===== config.mk =====
export PLATFORM = sky130hd
export DESIGN_NAME = sar_wb_reader
export DESIGN_NICKNAME = d
export VERILOG_FILES = /design/src/rtl/sar_pkg.sv /design/src/rtl/sar_result_fifo.sv /design/src/rtl/sar_wb_reader.sv
export SDC_FILE = /design/constraint.sdc
export NUM_CORES = 1
export LEC_CHECK = 0
export ABC_CLOCK_PERIOD_IN_PS = 5200
export CORE_ASPECT_RATIO = 1.25
export CORE_MARGIN = 5
export CORE_UTILIZATION = 46
export CTS_CLUSTER_DIAMETER = 40
export DETAILED_ROUTE_END_ITERATION = 7
export DONT_BUFFER_PORTS = 1
export PLACE_DENSITY = 0.67
export SKIP_CTS_REPAIR_TIMING = 1
export SLEW_MARGIN = 10
export SYNTH_ARGS = -nofsm -noshare
export SYNTH_HDL_FRONTEND = slang
export SYNTH_SLANG_ARGS = --single-unit
export TNS_END_PERCENT = 30

===== constraint.sdc =====
create_clock -name wb_clk_i -period 5.2 [get_ports wb_clk_i]
set_input_delay 1.04 -clock wb_clk_i [delete_from_list [all_inputs] [get_ports wb_clk_i]]
set_output_delay 1.04 -clock wb_clk_i [all_outputs]
set_load 0.02 [all_outputs]

===== src/rtl/sar_pkg.sv =====
// Shared definitions for the SAR ADC Wishbone reader: register offsets,
// CTRL/STATUS bit positions and the conversion sequencer state type.
package sar_pkg;

  // Byte offsets from BASE_ADDR; decode uses bits [3:2]
  localparam logic [3:0] SAR_REG_CTRL   = 4'h0;
  localparam logic [3:0] SAR_REG_STATUS = 4'h4;
  localparam logic [3:0] SAR_REG_DATA   = 4'h8;

  // CTRL fields
  localparam int CTRL_START_BIT  = 0;
  localparam int CTRL_CONT_BIT   = 1;
  localparam int CTRL_THRESH_LSB = 4;
  localparam int CTRL_THRESH_W   = 4;

  // STATUS fields
  localparam int STATUS_COUNT_W   = 4;
  localparam int STATUS_EMPTY_BIT = 8;
  localparam int STATUS_FULL_BIT  = 9;
  localparam int STATUS_OVF_BIT   = 10;

  typedef enum logic {
    IDLE = 1'b0,
    WAIT = 1'b1
  } sar_rd_state_t;

endpackage


===== src/rtl/sar_result_fifo.sv =====
// Result FIFO for finished SAR conversions. A push while full is dropped and
// flagged on ovf_pulse, unless a pop happens in the same cycle, in which case
// both proceed. A pop while empty is ignored.
module sar_result_fifo
  import sar_pkg::*;
#(
  parameter int DATA_W     = 10,
  parameter int FIFO_DEPTH = 8
) (
  input  logic                            clk,
  input  logic                            rst,
  input  logic                            push,
  input  logic                            pop,
  input  logic [DATA_W-1:0]               din,
  output logic [DATA_W-1:0]               dout,
  output logic [$clog2(FIFO_DEPTH):0]     count,
  output logic                            full,
  output logic                            empty,
  output logic                            ovf_pulse
);

  localparam int AW = $clog2(FIFO_DEPTH);
  localparam int CW = AW + 1;

  logic [DATA_W-1:0] r_mem [FIFO_DEPTH];
  logic [AW-1:0]     r_wr_ptr;
  logic [AW-1:0]     r_rd_ptr;
  logic [CW-1:0]     r_count;
  logic              w_push_ok;
  logic              w_pop_ok;

  assign full      = (r_count == CW'(FIFO_DEPTH));
  assign empty     = (r_count == '0);
  assign w_pop_ok  = pop && !empty;
  assign w_push_ok = push && (!full || pop);
  assign ovf_pulse = push && full && !pop;
  assign count     = r_count;
  assign dout      = r_mem[r_rd_ptr];

  // Storage array write
  // NOTE: the data array has no reset; only the pointers and count define
  // which entries are meaningful, so clearing the storage buys nothing.
  always_ff @(posedge clk) begin
    if (w_push_ok) begin
      r_mem[r_wr_ptr] <= din;
    end
  end

  // Pointer and occupancy tracking; pointers wrap naturally at FIFO_DEPTH
  // NOTE: sequential state uses non-blocking assignments so every register
  // samples pre-edge values, independent of statement order.
  always_ff @(posedge clk) begin
    if (rst) begin
      r_wr_ptr <= '0;
      r_rd_ptr <= '0;
      r_count  <= '0;
    end else begin
      if (w_push_ok) r_wr_ptr <= r_wr_ptr + AW'(1);
      if (w_pop_ok)  r_rd_ptr <= r_rd_ptr + AW'(1);
      case ({w_push_ok, w_pop_ok})
        2'b10:   r_count <= r_count + CW'(1);
        2'b01:   r_count <= r_count - CW'(1);
        default: r_count <= r_count;
      endcase
    end
  end

endmodule


===== src/rtl/sar_wb_reader.sv =====
// Wishbone slave that starts SAR conversions and buffers their results.
// Registers: CTRL (START/CONT), STATUS (count/empty/full/OVF W1C), DATA (pop).
// Optional macro SAR_WB_READER_IRQ_EN adds CTRL[7:4] THRESH and the irq output.
module sar_wb_reader
  import sar_pkg::*;
#(
  parameter logic [31:0] BASE_ADDR  = 32'h3000_0000,
  parameter int          DATA_W     = 10,
  parameter int          FIFO_DEPTH = 8
) (
  input  logic              wb_clk_i,
  input  logic              wb_rst_i,
  input  logic              wbs_cyc_i,
  input  logic              wbs_stb_i,
  input  logic              wbs_we_i,
  input  logic [3:0]        wbs_sel_i,
  input  logic [31:0]       wbs_adr_i,
  input  logic [31:0]       wbs_dat_i,
  output logic              wbs_ack_o,
  output logic [31:0]       wbs_dat_o,
  output logic              conv_start,
  input  logic              conv_busy,
  input  logic              result_valid,
`ifdef SAR_WB_READER_IRQ_EN
  output logic              irq,
`endif
  input  logic [DATA_W-1:0] result_data
);

  localparam int CW = $clog2(FIFO_DEPTH) + 1;

  logic              r_ack;
  logic [31:0]       r_dat;
  logic              r_cont;
  logic              r_ovf;
  logic              r_conv_start;
  sar_rd_state_t     r_state;

  logic              w_hit;
  logic              w_valid;
  logic              w_wr;
  logic              w_rd;
  logic              w_sel_ctrl;
  logic              w_sel_status;
  logic              w_sel_data;
  logic              w_start_wr;
  logic              w_ovf_clr;
  logic              w_pop;
  logic [DATA_W-1:0] w_dout;
  logic [CW-1:0]     w_count;
  logic              w_full;
  logic              w_empty;
  logic              w_ovf_pulse;
  logic [31:0]       w_cnt_ext;
  logic [31:0]       w_status;
  logic [31:0]       w_ctrl;
  logic [31:0]       w_rd_data;
  logic              w_unused;

  // Bus decode: one access per ack, so a held strobe acks every other cycle
  assign w_hit        = (wbs_adr_i[31:4] == BASE_ADDR[31:4]);
  assign w_valid      = wbs_cyc_i && wbs_stb_i && w_hit && !r_ack;
  assign w_wr         = w_valid && wbs_we_i && wbs_sel_i[0];
  assign w_rd         = w_valid && !wbs_we_i;
  assign w_sel_ctrl   = (wbs_adr_i[3:2] == SAR_REG_CTRL[3:2]);
  assign w_sel_status = (wbs_adr_i[3:2] == SAR_REG_STATUS[3:2]);
  assign w_sel_data   = (wbs_adr_i[3:2] == SAR_REG_DATA[3:2]);

  // Side-effect strobes, each fired once at the edge that raises the ack
  assign w_start_wr = w_wr && w_sel_ctrl && wbs_dat_i[CTRL_START_BIT];
  assign w_ovf_clr  = w_wr && w_sel_status && wbs_dat_i[STATUS_OVF_BIT];
  assign w_pop      = w_rd && w_sel_data && !w_empty;

  assign w_cnt_ext  = 32'(w_count);
  assign wbs_ack_o  = r_ack;
  assign wbs_dat_o  = r_dat;
  assign conv_start = r_conv_start;

  // Bits of the bus that have no function in this register map
  assign w_unused = &{1'b0, wbs_sel_i[3:1], wbs_dat_i[31:11], wbs_dat_i[9:2],
                      wbs_adr_i[1:0], w_cnt_ext[31:STATUS_COUNT_W]};

  sar_result_fifo #(
    .DATA_W     (DATA_W),
    .FIFO_DEPTH (FIFO_DEPTH)
  ) u_fifo (
    .clk       (wb_clk_i),
    .rst       (wb_rst_i),
    .push      (result_valid),
    .pop       (w_pop),
    .din       (result_data),
    .dout      (w_dout),
    .count     (w_count),
    .full      (w_full),
    .empty     (w_empty),
    .ovf_pulse (w_ovf_pulse)
  );

`ifdef SAR_WB_READER_IRQ_EN
  logic [CTRL_THRESH_W-1:0] r_thresh;
  logic                     r_irq;

  assign irq = r_irq;

  // Interrupt: occupancy at/above a non-zero threshold, or any overflow
  always_ff @(posedge wb_clk_i) begin
    if (wb_rst_i) begin
      r_irq <= 1'b0;
    end else begin
      r_irq <= ((r_thresh != '0) && (w_cnt_ext >= 32'(r_thresh))) || r_ovf;
    end
  end
`endif

  // Register read views
  // NOTE: every combinational output gets a default before the case/field
  // assignments so no path leaves a value held, which would infer a latch.
  always_comb begin
    w_status = '0;
    w_status[STATUS_COUNT_W-1:0] = w_cnt_ext[STATUS_COUNT_W-1:0];
    w_status[STATUS_EMPTY_BIT]   = w_empty;
    w_status[STATUS_FULL_BIT]    = w_full;
    w_status[STATUS_OVF_BIT]     = r_ovf;

    w_ctrl = '0;
    w_ctrl[CTRL_CONT_BIT] = r_cont;
`ifdef SAR_WB_READER_IRQ_EN
    w_ctrl[CTRL_THRESH_LSB +: CTRL_THRESH_W] = r_thresh;
`endif

    w_rd_data = '0;
    if (w_sel_ctrl) begin
      w_rd_data = w_ctrl;
    end else if (w_sel_status) begin
      w_rd_data = w_status;
    end else if (w_sel_data && !w_empty) begin
      w_rd_data = 32'(w_dout);
    end
  end

  // Wishbone ack and read data, both registered; data is zero outside an ack
  always_ff @(posedge wb_clk_i) begin
    if (wb_rst_i) begin
      r_ack <= 1'b0;
      r_dat <= '0;
    end else begin
      r_ack <= w_valid;
      r_dat <= w_rd ? w_rd_data : '0;
    end
  end

  // CTRL storage; START is not stored, it only feeds the sequencer
  always_ff @(posedge wb_clk_i) begin
    if (wb_rst_i) begin
      r_cont <= 1'b0;
`ifdef SAR_WB_READER_IRQ_EN
      r_thresh <= '0;
`endif
    end else if (w_wr && w_sel_ctrl) begin
      r_cont <= wbs_dat_i[CTRL_CONT_BIT];
`ifdef SAR_WB_READER_IRQ_EN
      r_thresh <= wbs_dat_i[CTRL_THRESH_LSB +: CTRL_THRESH_W];
`endif
    end
  end

  // Sticky overflow flag; a new overflow wins over a same-cycle clear
  always_ff @(posedge wb_clk_i) begin
    if (wb_rst_i) begin
      r_ovf <= 1'b0;
    end else if (w_ovf_pulse) begin
      r_ovf <= 1'b1;
    end else if (w_ovf_clr) begin
      r_ovf <= 1'b0;
    end
  end

  // Conversion sequencer: one request in flight, conv_start pulses on launch
  always_ff @(posedge wb_clk_i) begin
    if (wb_rst_i) begin
      r_state      <= IDLE;
      r_conv_start <= 1'b0;
    end else begin
      r_conv_start <= 1'b0;
      case (r_state)
        IDLE: begin
          if ((w_start_wr || (r_cont && !w_full)) && !conv_busy) begin
            r_state      <= WAIT;
            r_conv_start <= 1'b1;
          end
        end
        WAIT: begin
          if (result_valid) r_state <= IDLE;
        end
        default: r_state <= IDLE;
      endcase
    end
  end

endmodule


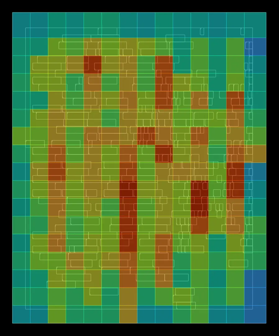
*Routing congestion map, run 1*
global-route track usage on met1: 0.173
final core utilization: 0.511
GRT met2 Usage: 0.253
detailed-route wire length per cell: 19.3 um
peak-usage layer in the global routing report: met2

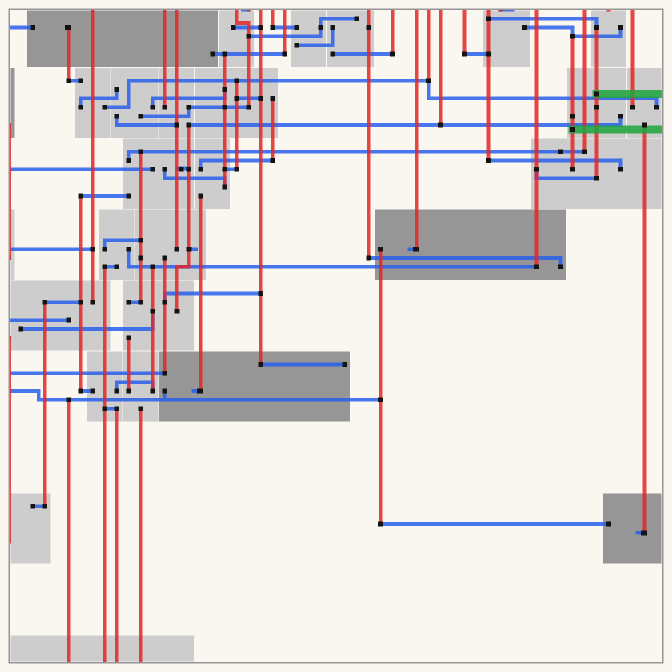
*Zoomed window, run 1*
Region (61, 18) to (86, 43) um. Cells in gray, sequential cells in the stronger gray; small squares are vias.
Key: blue = met1; green = met3; red = met2
Most frequent: nor2_1 (9). Sequential cells in the window: 3. Netlist names of flops here include u_fifo.count (3). 23 logic cells have their middle in the window.

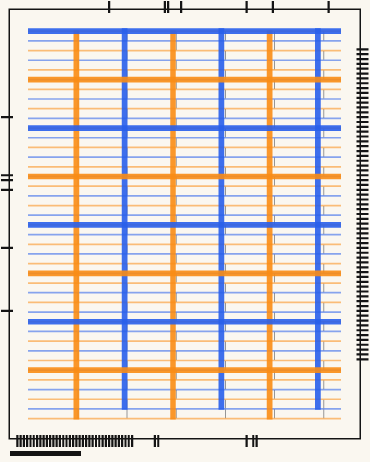
*PDN straps and rails, run 1*
The bar under the picture is 20 um long. Pins as bars on the die edge. Tap cells in gray.
Key: blue = VDD; orange = VSS
41 met1 rails follow the rows. 126 tap cells. 119 signal pins sit on the boundary. 6 straps on met4. 8 straps on met5.
Worst IR Drop VDD: 0.195 mV
area of the core: 9560 um2
Die Span X: 98.2 um
die span in y: 120 um

==> impl_metrics.ini, run 1 <==
; generated from flow reports
[status]
status = finished clean

[sta]
finalWorstPathRequiredPeriod_ns = 3.56
worstMarginPinSlew_ns = 1.05
finalSetupTns_ns = 0
finalSetupViolCount = 0
timing.slew.headroom = 0.299
final.setup_skew_ns = 0.00744

[global_routing]
overflow = 0
antenna_found_initial = 0

[worst_setup_path]
critPathTopFamily = simple AND/OR/NAND/NOR gates
worst-setup-path-type = input port to register
cp_num_cells = 11
worstPathMaxFanout = 10

[routing]
drt_first_pass_iters = 4
drt_first_iter_violations = 158
post-route-drc-count = 0
routed-via-count = 2309
antenna_violating_nets_post_route = 0
postRouteWirelength_um = 8270

[logic_synthesis]
postSynthAreaPerCell_um2 = 15.7
yosys_warnings = 0
ys.flop_type = sky130_fd_sc_hd__edfxtp_1
chip_area_from_the_yosys_synthesis_statistics_um2 = 4470

[job]
number_of_warnings_in_the_stage_logs = 60

[finish]
final_common_cell = sky130_fd_sc_hd__edfxtp_1
lay_top_cells = sky130_fd_sc_hd__edfxtp_1 (80), sky130_fd_sc_hd__nor2_1 (32), sky130_fd_sc_hd__dfxtp_1 (29), sky130_fd_sc_hd__conb_1 (21), sky130_fd_sc_hd__mux4_2 (20)

[cts]
path_clk_slew_ns = 0.07
ctsHtreeMaxLevel = 3

[floorplan]
row_count = 40
-- run 1: cells in the mapped netlist, drive strengths merged, types with 2 or more instances --
library cell / instances / area [um2]
edfxtp: 80 / 2400
nor2: 32 / 120
dfxtp: 29 / 581
buf: 24 / 171
mux4: 20 / 450
a21oi: 9 / 45.0
nor4: 9 / 56.3
mux2: 8 / 93.8
nand2: 8 / 30.0
mux2i: 7 / 70.1
inv: 6 / 22.5
a22oi: 5 / 37.5
ha: 5 / 62.6
nand2b: 5 / 31.3
clkbuf: 4 / 15.0
nor3: 3 / 15.0
o211ai: 3 / 27.5
o21ai: 3 / 18.8
nand4: 2 / 12.5
nor2b: 2 / 12.5
nor3b: 2 / 26.3
or3: 2 / 12.5
xnor2: 2 / 17.5
xor2: 2 / 17.5
-- run 1: layer usage --
metal  global-route usage  part of all wire
met1                0.173              0.40
met2                0.253              0.50
met3               0.0323             0.067
met4               0.0854             0.032
met5                    0                 0
-- run 1: state kept, by name, indices dropped and copies added (netlist names), named ones only --
register         cells
conv_start           1
r_cont               1
r_ovf                1
r_state              1
u_fifo.count         4
u_fifo.r_mem        80
u_fifo.r_rd_ptr      3
u_fifo.r_wr_ptr      3
wbs_ack_o            1
wbs_dat_o           11
-- run 1: through the flow --
| stage | cell area (um2) | power [mW] | util | worst slack, ns |
|---|---|---|---|---|
| final | 4880 | 1.69 | 0.511 | 1.64 |
| after global routing | 4880 | 1.75 | 0.511 | 1.37 |
| after CTS | 4880 | 1.71 | 0.511 | 1.61 |
| after detailed placement | 4590 | 1.04 | 0.480 | 1.25 |
| after global placement | 4590 | 1.04 | 0.480 | 1.29 |
| after floorplan | 4540 | 1.04 | - | 1.59 |
-- run 1: power by group through the flow --
stage	registers (mW)	clock network, mW	logic [mW]
floorplan	0.975	0	0.0666
global placement	0.977	0	0.0654
detailed placement	0.978	0	0.0662
CTS	0.958	0.684	0.0670
global route	0.959	0.714	0.0736
finish	0.958	0.666	0.0666
-- run 1: worst min path at each step --
| stage | start | end | slack, ns | cells past startpoint |
|---|---|---|---|---|
| 3_3_place_gp | r_state | r_state | 0.44 | 2 |
| 5_1_grt | r_ovf | r_ovf | 0.51 | 2 |
| 6_report | r_state | r_state | 0.47 | 2 |
| 2_1_floorplan | r_state | r_state | 0.43 | 2 |
| 3_5_place_dp | r_state | r_state | 0.46 | 2 |
| 4_1_cts | r_state | r_state | 0.47 | 2 |
-- run 1: kinds of logic (layout without fill, tap and decap cells) --
group                      Yosys count  after routing  synth area share
AOI/OAI and AO/OA                   24             24            0.0361
xor gates and xnor gates             4              4           0.00784
adders and majority gates            6              6            0.0185
buffers and inverters               34             32            0.0468
DFF                                109            109             0.668
muxes                               35             35             0.137
other                                1             21          0.000839
and+or+nand+nor                     71             71            0.0849
-- run 1: cell type report --
type	instances	area, um2
clock inverters	6	63.8
fillers	806	4680
clock buffers	10	229
flip-flops and latches	109	2980
repair buffers	10	75.1
multi-input cells	161	1350
inverters	6	22.5
well taps	126	158
==> inputs of run 2 (changes only) <==
Settings changed: ABC_CLOCK_PERIOD_IN_PS 5200 to 3500.
Clock period 5.2 ns to 3.5 ns, I/O delays scaled along.
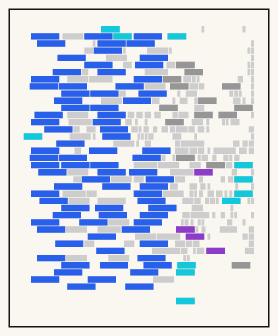
*Register map, names as in the netlist, run 2*
Other sequential cells in the stronger gray, the rest of the logic in the fainter gray.
Key: cyan = wbs_dat_o [flops 11]; purple = u_fifo.count [flops 4]; blue = u_fifo.r_mem [flops 80]
Another 14 sequential cells are not colored.
final core utilization: 0.516
Seq/total area: 0.604
Flop area: 2980 um2

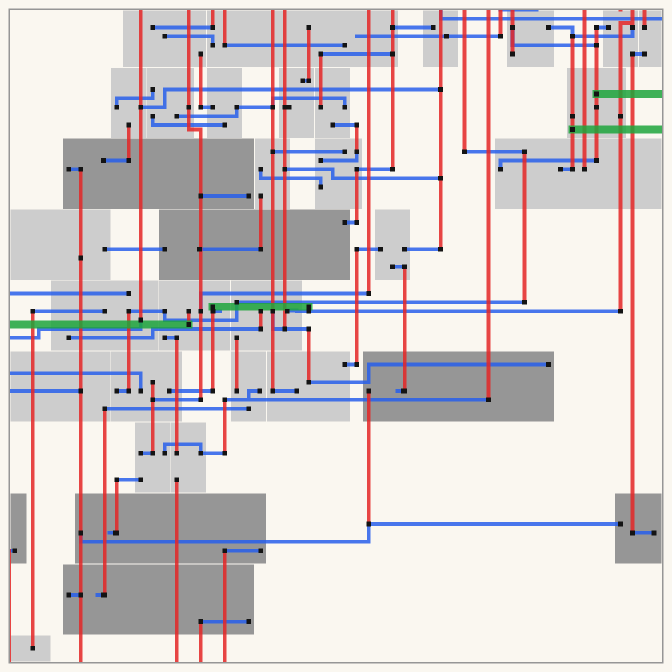
*Zoomed window, run 2*
Region (61, 18) to (86, 43) um. Cells in gray, sequential cells in the stronger gray; small squares are vias.
Key: red = met2; blue = met1; green = met3
Sequential cells in the window: 5. Netlist names of flops here include u_fifo.count (3), wbs_dat_o (2). 29 logic cells have their middle in the window. Most frequent: nor2_1 (10), dfxtp_1 (5).

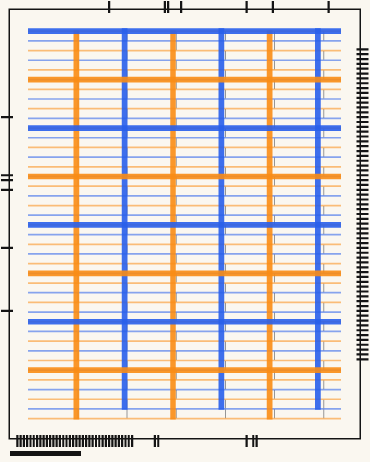
*PDN straps and rails, run 2*
The bar under the picture is 20 um long. Pins as bars on the die edge. Tap cells in gray.
Key: blue = VDD; orange = VSS
6 straps on met4. 126 tap cells. The core has 40 rows. 119 signal pins sit on the boundary. 8 straps on met5.

==> impl_metrics.ini, run 2 <==
; generated from flow reports
[sta]
final.setup_skew_ns = 0.00602
finalSetupViolCount = 0
worstMarginPinSlew_ns = 0.966
timing.slew.headroom = 0.355
finalWorstPathRequiredPeriod_ns = 2.97
whs_ns = 0.427

[place]
post_dp_cell_area_um2 = 4600

[finish]
post-route-cell-area_um2 = 4930
number_of_flip_flops_under_the_largest_register_name = 80
registers.top_by_ff_count = u_fifo.r_mem
multi_input_comb_area_um2 = 1350
lay_top_cells = sky130_fd_sc_hd__edfxtp_1 (80), sky130_fd_sc_hd__nor2_1 (32), sky130_fd_sc_hd__dfxtp_1 (29), sky130_fd_sc_hd__conb_1 (21), sky130_fd_sc_hd__mux4_2 (20)
final_common_cell = sky130_fd_sc_hd__edfxtp_1

[global_routing]
antenna_found_initial = 0
track_usage = 0.140
overflow = 0

[logic_synthesis]
postSynthAreaPerCell_um2 = 15.7
synth_top_area_share = 0.538
synth.top_cells.by_area = sky130_fd_sc_hd__edfxtp_1 (54%), sky130_fd_sc_hd__dfxtp_1 (13%), sky130_fd_sc_hd__mux4_2 (10%), sky130_fd_sc_hd__buf_4 (3.5%), sky130_fd_sc_hd__nor2_1 (2.7%)
synth.ff_latch_count = 109
yosys_warnings = 0
post_synth_most_frequent_cells = sky130_fd_sc_hd__edfxtp_1 (80), sky130_fd_sc_hd__nor2_1 (32), sky130_fd_sc_hd__dfxtp_1 (29), sky130_fd_sc_hd__buf_4 (21), sky130_fd_sc_hd__mux4_2 (20)
synth_top_cell_by_count = sky130_fd_sc_hd__edfxtp_1
chip_area_from_the_yosys_synthesis_statistics_um2 = 4470
ys.flop_type = sky130_fd_sc_hd__edfxtp_1

[floorplan]
row_count = 40
core_region_area_um2 = 9560
die_w_um = 98.2
die_y_um = 120

[routing]
routed-via-count = 2320
drt_first_iter_violations = 180
post-route-drc-count = 0
postRouteWirelength_um = 8170
detailed_route_wire_length_per_cell_um = 19.0
antenna_violating_nets_post_route = 0
drt_first_pass_iters = 4

[cts]
path_clk_slew_ns = 0.07
ctsHtreeMaxLevel = 3

[worst_setup_path]
worst-setup-path-type = register to register
worstPathMaxFanout = 8

[status]
status = finished clean

[job]
number_of_warnings_in_the_stage_logs = 60

[power]
vdd.ir_drop.worst_mv = 0.296
-- run 2: cell counts after synthesis --
Identical to the previous run, type by type.
-- run 2: worst min path at each step --
stage	start	endpoint	cells past startpoint
2_1_floorplan	r_state	r_state	2
3_3_place_gp	r_state	r_state	2
4_1_cts	wb_rst_i	u_fifo.count[2]	1
5_1_grt	wb_rst_i	u_fifo.count[2]	1
3_5_place_dp	r_state	r_state	2
6_report	wb_rst_i	u_fifo.r_rd_ptr[0]	1
-- run 2: metal layers --
metal | global-route usage | part of all wire
met5 | 0 | 0
met4 | 0.0572 | 0.018
met3 | 0.0410 | 0.079
met2 | 0.235 | 0.50
met1 | 0.169 | 0.40
-- run 2: worst max-delay path: stages (launching register included) --
cell                      delay [ns]
sky130_fd_sc_hd__dfxtp_1        0.37
sky130_fd_sc_hd__nor4_1         0.62
sky130_fd_sc_hd__nor3b_4        0.15
sky130_fd_sc_hd__nor4b_4        0.18
sky130_fd_sc_hd__o21ai_2        0.22
sky130_fd_sc_hd__ha_1           0.25
sky130_fd_sc_hd__ha_1           0.25
sky130_fd_sc_hd__a21o_1         0.17
sky130_fd_sc_hd__a21oi_1        0.16
sky130_fd_sc_hd__xnor2_1        0.08
sky130_fd_sc_hd__or3_1          0.31
sky130_fd_sc_hd__a21oi_1        0.13
-- run 2: where the power goes --
group,internal (mW),switching [mW],total [mW]
clock network,0.637,0.458,1.10
logic,0.0376,0.0613,0.0990
registers,1.41,0.0113,1.42
total,2.09,0.531,2.62
-- run 2: final cells by class --
type / count / area share
Sequential cell: 109 / 0.604
Inverter: 6 / 0.00456
Clock inverter: 7 / 0.0213
Tap cell: 126 / 0.0319
Timing Repair Buffer: 12 / 0.0183
Clock buffer: 9 / 0.0456
Multi-Input combinational cell: 161 / 0.274
-- run 2: per-stage QoR --
step / instances / setup slack [ns] / total power, mW
finish: 430 / 0.529 / 2.62
global route: 430 / 0.310 / 2.70
CTS: 430 / 0.524 / 2.65
floorplan: 304 / 0.226 / 1.55
detailed placement: 414 / 0.233 / 1.55
global placement: 414 / 0.266 / 1.55
-- run 2: cell families (layout without fill, tap and decap cells) --
group                      after synthesis  after routing  synth area share
xor gates and xnor gates                 4              4           0.00784
buffers and inverters                   34             34            0.0468
muxes                                   35             35             0.137
AOI/OAI and AO/OA                       24             24            0.0361
DFF                                    109            109             0.668
adders and majority gates                6              6            0.0185
other                                    1             21          0.000839
and+or+nand+nor                         71             71            0.0849
==> inputs of run 3 (changes only) <==
Settings changed: ABC_CLOCK_PERIOD_IN_PS 3500 to 2900.
Clock period 3.5 ns to 2.9 ns, I/O delays scaled along.
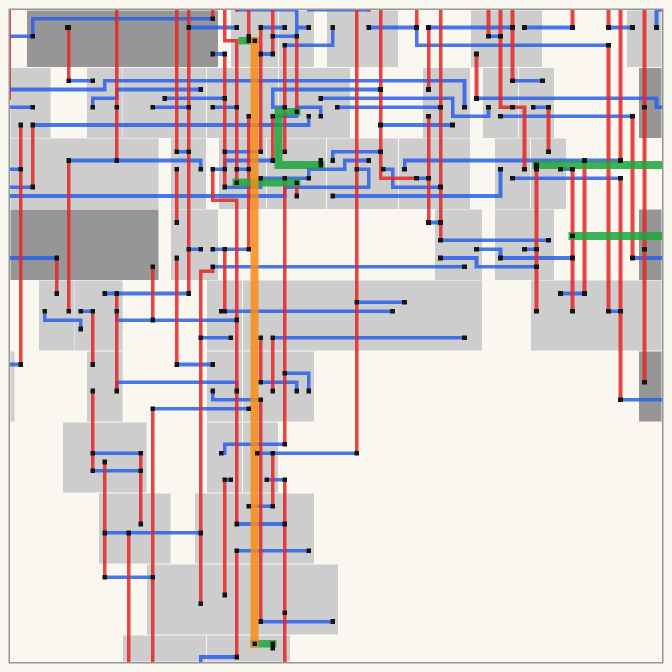
*Zoomed window, run 3*
Region (61, 18) to (86, 43) um. Cells in gray, sequential cells in the stronger gray; small squares are vias.
Key: green = met3; orange = met4; red = met2; blue = met1
Netlist names of flops here include u_fifo.count (2). Sequential cells in the window: 2. Most frequent: nor2_1 (8). 38 logic cells have their middle in the window.

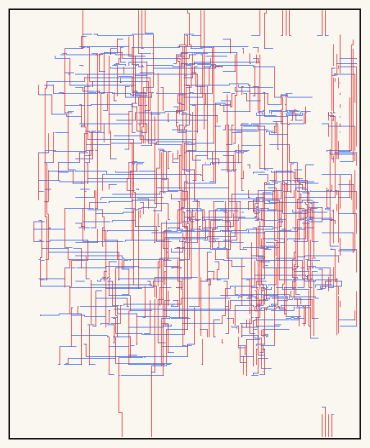
*Wiring by layer, run 3*
Two of the layers only.
Key: red = met2 [wire length 4,270 um]; blue = met1 [wire length 3,370 um]

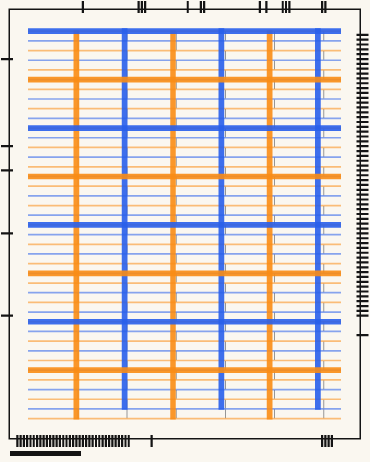
*PDN straps and rails, run 3*
The bar under the picture is 20 um long. Pins as bars on the die edge. Tap cells in gray.
Key: blue = VDD; orange = VSS
8 straps on met5. 119 signal pins sit on the boundary.
Worst IR Drop VDD: 0.344 mV

==> impl_metrics.ini, run 3 <==
; generated from flow reports
[power]
power.net_switching_mw = 0.682
switching_share = 0.223
static-leakage-power_nw = 1.69
seqPwrFrac = 0.562
clkPwrFrac = 0.394
pwr-share-comb = 0.044

[logic_synthesis]
postSynthAreaPerCell_um2 = 15.7
mappedNetlistArea_um2 = 4470
largest_area_cell = sky130_fd_sc_hd__edfxtp_1
yosysUniqueCellTypes = 43
synth.ff_latch_count = 109
post_synth_most_frequent_cells = sky130_fd_sc_hd__edfxtp_1 (80), sky130_fd_sc_hd__nor2_1 (32), sky130_fd_sc_hd__dfxtp_1 (29), sky130_fd_sc_hd__buf_4 (21), sky130_fd_sc_hd__mux4_2 (20)
synth.top_cells.by_area = sky130_fd_sc_hd__edfxtp_1 (54%), sky130_fd_sc_hd__dfxtp_1 (13%), sky130_fd_sc_hd__mux4_2 (10%), sky130_fd_sc_hd__buf_4 (3.5%), sky130_fd_sc_hd__nor2_1 (2.7%)
chip_area_from_the_yosys_synthesis_statistics_um2 = 4470
yosys_warnings = 0
ys.flop_type = sky130_fd_sc_hd__edfxtp_1
synth_top_area_share = 0.538

[cts]
ctsHtreeMaxLevel = 3
path_clk_slew_ns = 0.07
clock_latency_on_the_worst_skew_pair_ns = 0.34

[global_routing]
antenna_found_initial = 0
overflow = 0
track_usage = 0.143

[finish]
final_common_cell = sky130_fd_sc_hd__edfxtp_1
registers.top_by_ff_count = u_fifo.r_mem
lay_top_cells = sky130_fd_sc_hd__edfxtp_1 (80), sky130_fd_sc_hd__nor2_1 (32), sky130_fd_sc_hd__dfxtp_1 (29), sky130_fd_sc_hd__buf_4 (24), sky130_fd_sc_hd__conb_1 (21)

[routing]
detailed_route_wire_length_per_cell_um = 18.8
drt_first_pass_iters = 4
routed-via-count = 2380
drt_first_iter_violations = 161
viasPerCell = 5.38
post-route-drc-count = 0

[worst_setup_path]
critical_path_cell_list = nor4_1 -> buf_4 -> nor3b_4 -> nor4b_4 -> o21ai_2 -> ha_2 -> ha_4 -> a21o_1 -> a21oi_2 -> xnor2_1 -> or3_1 -> a21oi_1
worst-setup-path-type = register to register
path_buffers = 1
critPathTopFamily = simple AND/OR/NAND/NOR gates
worstPathMaxFanout = 6
worst_path_largest_cell_delay_ns = 0.43

[sta]
finalWorstPathRequiredPeriod_ns = 2.63
worstMarginPinSlew_ns = 0.667
timing.slew.headroom = 0.555
finalSetupViolCount = 0
whs_ns = 0.304

[job]
number_of_warnings_in_the_stage_logs = 61

[floorplan]
core_region_area_um2 = 9560
die_w_um = 98.2
die_y_um = 120
row_count = 40

[status]
status = finished clean
[run 3: through the flow]
stage          instance area [um2]  setup WS, ns  instances   util
6_report                      5030         0.272        442  0.526
5_1_grt                       5030        0.0624        442  0.526
4_1_cts                       5030         0.250        442  0.526
3_5_place_dp                  4730       -0.0697        426  0.495
3_3_place_gp                  4730      -0.00185        426  0.495
2_1_floorplan                 4580        -0.122        304      -
[run 3: worst paths after layout]
path,from,end,cells past startpoint
setup / recovery,u_fifo.count[0],u_fifo.count[3],12
hold / removal,wb_rst_i,u_fifo.count[2],1
setup reg to reg,u_fifo.count[0],u_fifo.count[3],12
hold reg to reg,r_ovf,r_ovf,2
[run 3: power by group through the flow]
stage	logic, mW	clock network (mW)	registers [mW]
3_5_place_dp	0.135	0	1.75
2_1_floorplan	0.121	0	1.75
5_1_grt	0.149	1.31	1.72
6_report	0.135	1.20	1.72
3_3_place_gp	0.133	0	1.75
4_1_cts	0.135	1.24	1.72
[run 3: logic make-up after synthesis]
kind of cell,share of synthesized area
flip-flops,0.668
AND/OR/NAND/NOR,0.0849
buffers and inverters,0.0468
other,0.000839
multiplexers,0.137
XOR/XNOR,0.00784
adder cells (fa/ha/maj),0.0185
AND-OR/OR-AND,0.0361
[run 3: metal layers]
metal	part of all wire	GRT usage	vias to the layer above	wire length (um)
met2	0.51	0.249	94	4270
met5	0	0	-	0
li1	-	-	1092	-
met1	0.40	0.172	1183	3370
met4	0.013	0.0470	0	112
met3	0.069	0.0404	11	574
[run 3: worst register-to-register path: cells and delay by family, from the launching register on]
| kind | cells | cell delay [ns] |
|---|---|---|
| buffers and inverters | 1 | 0.16 |
| XOR/XNOR | 1 | 0.11 |
| adder cells (fa/ha/maj) | 2 | 0.42 |
| flip-flops | 1 | 0.43 |
| AND/OR/NAND/NOR | 4 | 0.93 |
| AND-OR/OR-AND | 4 | 0.51 |
[run 3: final cells by class]
class | instances | area [um2] | area share
Clock inverter | 7 | 75.1 | 0.0149
Sequential cell | 109 | 2980 | 0.593
Timing Repair Buffer | 24 | 180 | 0.0358
Clock buffer | 9 | 225 | 0.0448
Multi-Input combinational cell | 161 | 1390 | 0.276
Tap cell | 126 | 158 | 0.0313
Inverter | 6 | 22.5 | 0.00448
No activity file was given, so power comes from the tool's default toggle rates.
